==> config.mk <==
export PLATFORM = sky130hd
export DESIGN_NAME = barrier_map_writer
export DESIGN_NICKNAME = d
export VERILOG_FILES = /design/src/rtl/barrier_map_writer.sv
export SDC_FILE = /design/constraint.sdc
export NUM_CORES = 1
export LEC_CHECK = 0
export ABC_CLOCK_PERIOD_IN_PS = 6000
export CORE_ASPECT_RATIO = 1.2
export CORE_MARGIN = 1.5
export CORE_UTILIZATION = 30
export CTS_CLUSTER_DIAMETER = 120
export DETAILED_ROUTE_END_ITERATION = 8
export PLACE_DENSITY = 0.48
export SKIP_LAST_GASP = 1
export SYNTH_ARGS = -nofsm -noshare
export SYNTH_HDL_FRONTEND = slang
export SYNTH_SLANG_ARGS = --single-unit
==> constraint.sdc <==
create_clock -name clk_in -period 6 [get_ports clk_in]
set_clock_uncertainty 0.15 [all_clocks]
set_input_delay 1.8 -clock clk_in [delete_from_list [all_inputs] [get_ports clk_in]]
set_output_delay 1.8 -clock clk_in [all_outputs]
set_load 0.03 [all_outputs]
Fig. 1: run 1, metal 3
Scale: 1 px per µm.
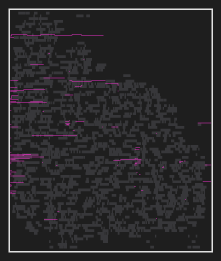
main direction: horizontal
share of all routed wire: 2.2%
longest straight run: 45.1 µm
nets with wire on the layer: 63
wire length on this layer: 703 µm
Post-Route WL: 31.8 mm
grt met3 use: 0.0212
via count: 10,469

Fig. 2: run 1, wiring heat map
Scale: 1.5 px per µm. 20 x 24 tiles, from white (low) to dark blue (high), scaled to the fullest tile. Values are wire area over tile area, all layers added.
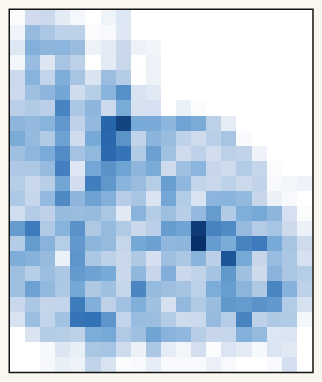
emptiest ninth of the die: upper right
mean over tiles: 0.10
tiles over half the peak: 14%
post-detailed-route wirelength per cell: 14.1 µm
combined global-route utilization of all metal layers: 0.140

Fig. 3: run 1, cells by drive strength
Scale: 1.5 px per µm.
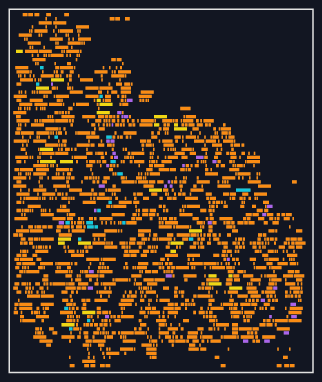
legend:
  x3 and x4:
    colour: cyan
    cells: 20
  x1 and smaller:
    colour: orange
    cells: 1,553
  x2:
    colour: purple
    cells: 36
  x6 and larger:
    colour: yellow
    cells: 26
layout-stage area growth over the synthesis result: 13.2%
final worst slack: 0.537 ns

==> ci_impl_report.md, run 1 <==
### Metrics collected by this job

| Metric | Value |
|---|---|
| Outcome | `complete, no violations` |
| Cell resize tally after clock tree synthesis | `0` |
| Number of nets with antenna violations after detailed routing | `0` |
| Vert. Die Dim | `roughly 240 µm` |
| Delay of the slowest cell on the worst path | `0.55 ns` |
| Largest non-sequential cell family by area | `adder cells` |
| Total CTS buffers | `17` |
| Final Hold Viols | `0` |
| Count of different cell masters after synthesis | `76` |
| Die width | `201 µm` |
| Number of violations reported at the end of detailed-routing iteration 0 | `414` |
| Met1 routed wirelength after detailed routing | `14.1 mm` |
| XOR-XNOR Cells, Area Fraction | `0.0562` |
| CP Launch Type | `flip-flop` |
| Most popular library cell in the synthesized design by count | `sky130_fd_sc_hd__nand2_1` |
| Critical Path Stages | `21` |
| Clock buffers | `18` |
| Post-place instance area | `~15,000 µm²` |
| Logic cell area | `between 8000 and 9000 µm²` |
| Peak clock frequency supported by timing | `183 MHz` |
| Syn Std Cell Area | `around 14,000 µm²` |
| Worst Reg2Reg Path Length in Cells | `21` |
| Total overflow reported by the global router | `0` |
| Sequential-to-total area share from yosys stat | `0.314` |
| Clock-pin slew reported for the worst setup and hold paths after clock tree synthesis | `around 0.070 ns` |
| CTS tree | `built` |
| Number of core rows | `roughly 87` |
| Storage cell area | `4450 µm²` |
| Fraction of synthesized area in multiplexers | `0.0113` |
| Type of the worst setup path | `flip-flop to flip-flop` |
| Source-to-sink clock delay at the later pin of the worst-skew pair | `~0.46 ns` |
| Number of buffers and inverters on the critical path | `3` |
| Post-Syn Nets | `~1,900` |
| Final setup violation count | `0` |
| Comb/total area | `0.554` |
| CP most frequent cell | `sky130_fd_sc_hd__fa_1` |
| Layout Cell Area excl Fill | `around 16,000 µm²` |
| Final sequential cell count | `roughly 180` |
| Share of cell area taken by flip-flops and latches | `0.278` |
| Total Negative Setup Slacks | `0 ns` |
| Post-route DRC violation count | `0` |
| Dominant delay contributor by cell family on the critical path | `adder cells` |
| Tapcell Cnt | `approximately 620` |
| Portion of the layout cell area used by clock cells | `0.0366` |
| Utilization after layout | `0.343` |
| Critical path endpoint category | `flip-flop` |
| Routed wire length on met3 | `702 µm` |
| Post-CTS setup buffer count | `0` |
| Multi-input combinational gate total | `~1,200` |
| Slowest-stage cell, CP | `sky130_fd_sc_hd__fa_1` |
| Global-route wire length before repair | `approximately 55 mm` |
| Count of instantiated cells in the yosys netlist | `about 1,600` |
| Synthesized instance count | `1,581` |
| Count of library flops with an enable pin | `0` |
| Worst Path Required | `6.23 ns` |
| Count of inserted antenna diode cells | `0` |
| Maxcap violations | `0` |
| Synthesis area per yosys | `14,200 µm²` |
| Buffer count excluding the clock tree in the final layout | `about 70` |
Fig. 4: run 1, cells coloured by class
Scale: 2 px per µm.
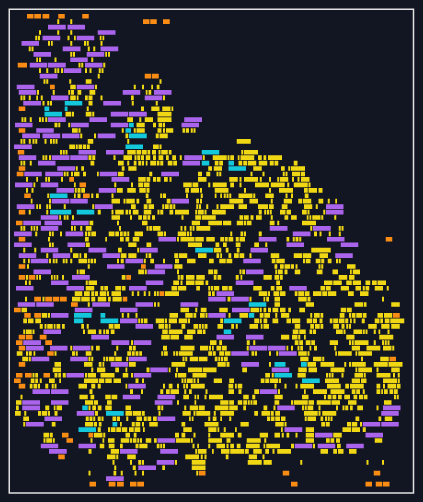

==> run 1 -> run 2 <==
--- a/config.mk
+++ b/config.mk
@@ -6,9 +6,8 @@
 export NUM_CORES = 1
 export LEC_CHECK = 0
-export ABC_CLOCK_PERIOD_IN_PS = 6000
 export CORE_ASPECT_RATIO = 1.2
 export CORE_MARGIN = 1.5
 export CORE_UTILIZATION = 30
-export CTS_CLUSTER_DIAMETER = 120
+export CTS_CLUSTER_DIAMETER = 60
 export DETAILED_ROUTE_END_ITERATION = 8
 export PLACE_DENSITY = 0.48
==> constraint.sdc (replaced) <==
create_clock -name clk_in -period 6 [get_ports clk_in]
set_clock_uncertainty 0.15 [all_clocks]
set_input_delay 1.2 -clock clk_in [delete_from_list [all_inputs] [get_ports clk_in]]
set_output_delay 1.2 -clock clk_in [all_outputs]
set_load 0.03 [all_outputs]
Fig. 5: run 2, cells coloured by class
Scale: 2 px per µm.
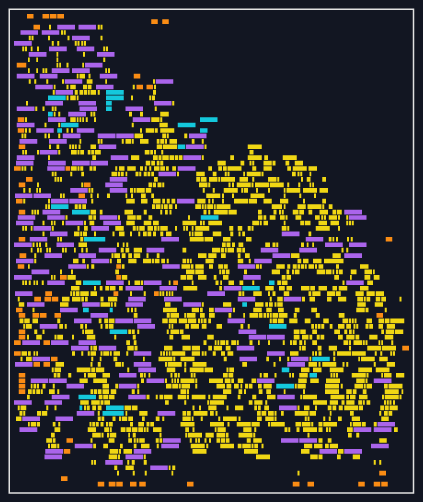
legend:
  remaining logic cells:
    colour: yellow
    cells: 1,354
    share_of_their_area: 62%
  remaining buffers and delay cells:
    colour: orange
    cells: 70
    share_of_their_area: 4.5%
  registers:
    colour: purple
    cells: 178
    share_of_their_area: 29%
  clock drivers and dummy loads:
    colour: cyan
    cells: 32
    share_of_their_area: 3.9%
Layout Cell Area excl Fill: 16,100 µm²
floorplan core area: 46,800 µm²
share of cell area taken by flip-flops and latches: 0.278
utilization after layout: 0.343

Fig. 6: run 2, cell outlines without signal wires
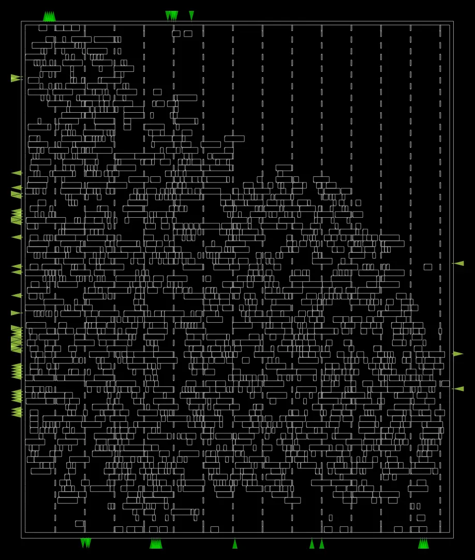
final cell count without fillers: 2,257
filler instances: 4,922

==> run 2 against run 1 <==
Compared with the run above: worst setup slack lost 0.082 ns; maximum frequency down 1.5%; cell count barely moved; critical path type unchanged; critical endpoint unchanged.
==> ci_impl_report.md, run 2 <==
### Metrics collected by this job

| Metric | Value |
|---|---|
| Iteration tally of the first detailed-router pass | `4` |
| CTS tree | `built` |
| Post-detailed-route wirelength per cell | `approximately 14 µm` |
| Final period util | `0.924` |
| Setup repair after global routing missed its margin | `no` |
| Clk sink count | `approximately 180` |
| Maxcap violations | `0` |
| Cell group occupying the most layout area | `combinational gates` |
| Final Hold Viols | `0` |
| CP Launch Type | `flip-flop` |
| Cell breakdown of the critical path | `inv_1, nor2_2, fa_1, fa_1, inv_1, fa_1, fa_1, inv_1, ha_1, nor2_1, o21ai_0, o211a_1, o211ai_1, a31oi_1, xor2_1, ha_1, nor4_1, nand2_1, a221oi_1, a32oi_1, a21oi_1` |
| Peak fanout along the critical path | `8` |
| Buffers added on ports | `64` |
| Core utilization before placement | `0.303` |
| Number of levels the H-tree was split into | `4` |
| Comb/total area | `0.554` |
| Total overflow reported by the global router | `0` |
| Length of routed met2 wiring | `~16 mm` |
| Area fraction in compound gates after synthesis | `0.107` |
| Most numerous logic cells after layout | `sky130_fd_sc_hd__nand2_1, sky130_fd_sc_hd__dfrtp_1, sky130_fd_sc_hd__inv_1, sky130_fd_sc_hd__ha_1, sky130_fd_sc_hd__nor2_1` |
| Peak clock frequency supported by timing | `~180 MHz` |
| Number of core rows | `approximately 87` |
| Class of the most critical hold timing path | `flip-flop to flip-flop` |
| Syn Std Cell Area | `14,200 µm²` |
| Logic cell area | `slightly below 9000 µm²` |
| Antenna violations before repair | `0` |
| Largest non-sequential cell family by area | `adder cells` |
| Storage cell area | `between 4000 and 5000 µm²` |
| Relative max-transition margin | `0.451` |
| Portion of the layout cell area used by clock cells | `0.0373` |
| Post-Route WL | `between 30 and 40 mm` |
| Number of nets with antenna violations after detailed routing | `0` |
| Total Negative Setup Slacks | `0 ns` |
| Vert. Die Dim | `about 240 µm` |
| Total of flip-flops plus latches after synthesis | `around 180` |
| Post-Syn Nets | `between 1,500 and 2,000` |
| Sequential-to-total area share from yosys stat | `0.314` |
| XOR-XNOR Cells, Area Fraction | `0.0562` |
| Delay of the slowest cell on the worst path | `between 0.5 and 0.6 ns` |
| Worst setup slack before clock tree synthesis | `around 0.49 ns` |
| Flip-flop count of the largest register after layout | `17` |
| Post-CTS setup buffer count | `0` |
| Post-synthesis simple-gate area fraction | `0.196` |
| Multi-input combinational gate total | `between 1,000 and 1,500` |
| Synthesis warning total | `0` |
| Cell resize tally after clock tree synthesis | `0` |
| Global-route track usage on met2 | `0.251` |
| Combined global-route utilization of all metal layers | `0.138` |
| Most frequently placed logic cell in the final layout | `sky130_fd_sc_hd__nand2_1` |
| Vias in the first global route | `11,179` |
| Minimum clock period | `between 5 and 6 ns` |
| Number of top-level pins | `65` |
| CP most frequent cell | `sky130_fd_sc_hd__fa_1` |
| Adder-cell area share of the yosys netlist | `0.256` |
| Hold buffers post-CTS | `0` |
| Post-Synthesis Mean Instance Area | `about 9 µm²` |
| Area share of buffers outside the clock network | `0.0430` |
| Fraction of synthesized cell area taken by the top area cell type | `0.314` |
| Outcome | `complete, no violations` |
| Final RePlAce weighted congestion | `between 0.8 and 0.9` |
| Count of inserted antenna diode cells | `0` |
| Post-place instance area | `around 15,000 µm²` |
| Layout cells sized above 1 | `0.0502` |
| Maximum count of clock buffers along a single path | `2` |
| Hold path depth | `2` |
| Number of violations reported at the end of detailed-routing iteration 0 | `371` |
| Synthesis area per yosys | `roughly 14,000 µm²` |
| Post-synth top flop | `sky130_fd_sc_hd__dfrtp_1` |
| Final setup violation count | `0` |
| Via count | `roughly 11,000` |
| Worst Path Required | `between 6 and 7 ns` |
| Via density per instance | `between 4 and 5` |
| Net count, final | `between 1,500 and 2,000` |
| Most popular library cell in the synthesized design by count | `sky130_fd_sc_hd__nand2_1` |
| Most area-consuming cells after synthesis | `sky130_fd_sc_hd__dfrtp_1, sky130_fd_sc_hd__ha_1, sky130_fd_sc_hd__fa_1` |
| Critical Path Stages | `21` |
| Worst-case hold slack | `about 0.31 ns` |
| Count of pins over their slew limit | `0` |
| Least-Margin Pin Slew | `approximately 0.82 ns` |
| Dominant delay contributor by cell family on the critical path | `adder cells` |
| Total tool warning count | `47` |
| Number of buffers and inverters on the critical path | `3` |
| Slowest-stage cell, CP | `sky130_fd_sc_hd__fa_1` |
| DP Wirelength | `approximately 24 mm` |
| Maximum number of pins on one net before global-route repair | `98` |
| Synthesized instance count | `1,581` |
| Number of ordinary inverters in the final layout | `approximately 170` |
| Overall chip area | `slightly below 50,000 µm²` |
| Total CTS buffers | `17` |
| Routed wire length on met3 | `~800 µm` |
| Grt met3 use | `0.0231` |
| Post-route DRC violation count | `0` |
| Clock-pin slew reported for the worst setup and hold paths after clock tree synthesis | `roughly 0.080 ns` |
| Topmost layer with routed signal wires | `met4` |
| Global routing met1 resource utilization | `0.161` |
| Clock buffers | `17` |
| Global-route wire length before repair | `around 55 mm` |
| Source-to-sink clock delay at the later pin of the worst-skew pair | `between 0.4 and 0.5 ns` |
| Peak-usage layer in the global routing report | `met2` |
| Fraction of synthesized area in multiplexers | `0.0113` |
| Final sequential cell count | `~180` |
| Critical path endpoint category | `flip-flop` |
| Worst Reg2Reg Path Length in Cells | `21` |
| Proportion of synthesized flip-flops having asynchronous set or reset | `1.00` |
| Number of cells in the design after placement | `roughly 2,200` |
| Count of different cell masters after synthesis | `between 70 and 80` |
| Tapcell Cnt | `between 600 and 700` |
| Synth area leader | `sky130_fd_sc_hd__dfrtp_1` |
| Buffer cell driving the clock tree root | `sky130_fd_sc_hd__clkbuf_16` |
| Count of library flops with an enable pin | `0` |
| Type of the worst setup path | `flip-flop to flip-flop` |
| Top cells by count | `sky130_fd_sc_hd__nand2_1, sky130_fd_sc_hd__dfrtp_1, sky130_fd_sc_hd__inv_1, sky130_fd_sc_hd__ha_1, sky130_fd_sc_hd__nor2_1` |
| Data arrival time of the critical path | `just under 6 ns` |
| Final worst slack | `approximately 0.45 ns` |
| Count of instantiated cells in the yosys netlist | `1,581` |
| Met1 routed wirelength after detailed routing | `approximately 14 mm` |
| Die width | `around 200 µm` |
| Slack of the worst reg-to-reg path | `approximately 0.45 ns` |
Fig. 7: run 2, cells by drive strength
Scale: 1.5 px per µm.
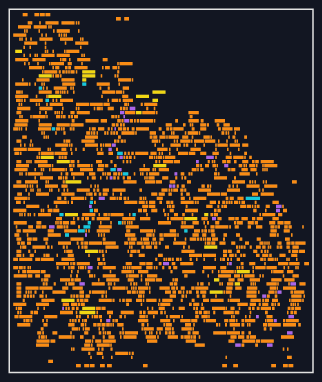
legend:
  x1 and smaller:
    colour: orange
    cells: 1,552
  x6 and larger:
    colour: yellow
    cells: 26
  x2:
    colour: purple
    cells: 38
  x3 and x4:
    colour: cyan
    cells: 18
buffer count excluding the clock tree in the final layout: 70
layout-stage area growth over the synthesis result: 13.2%

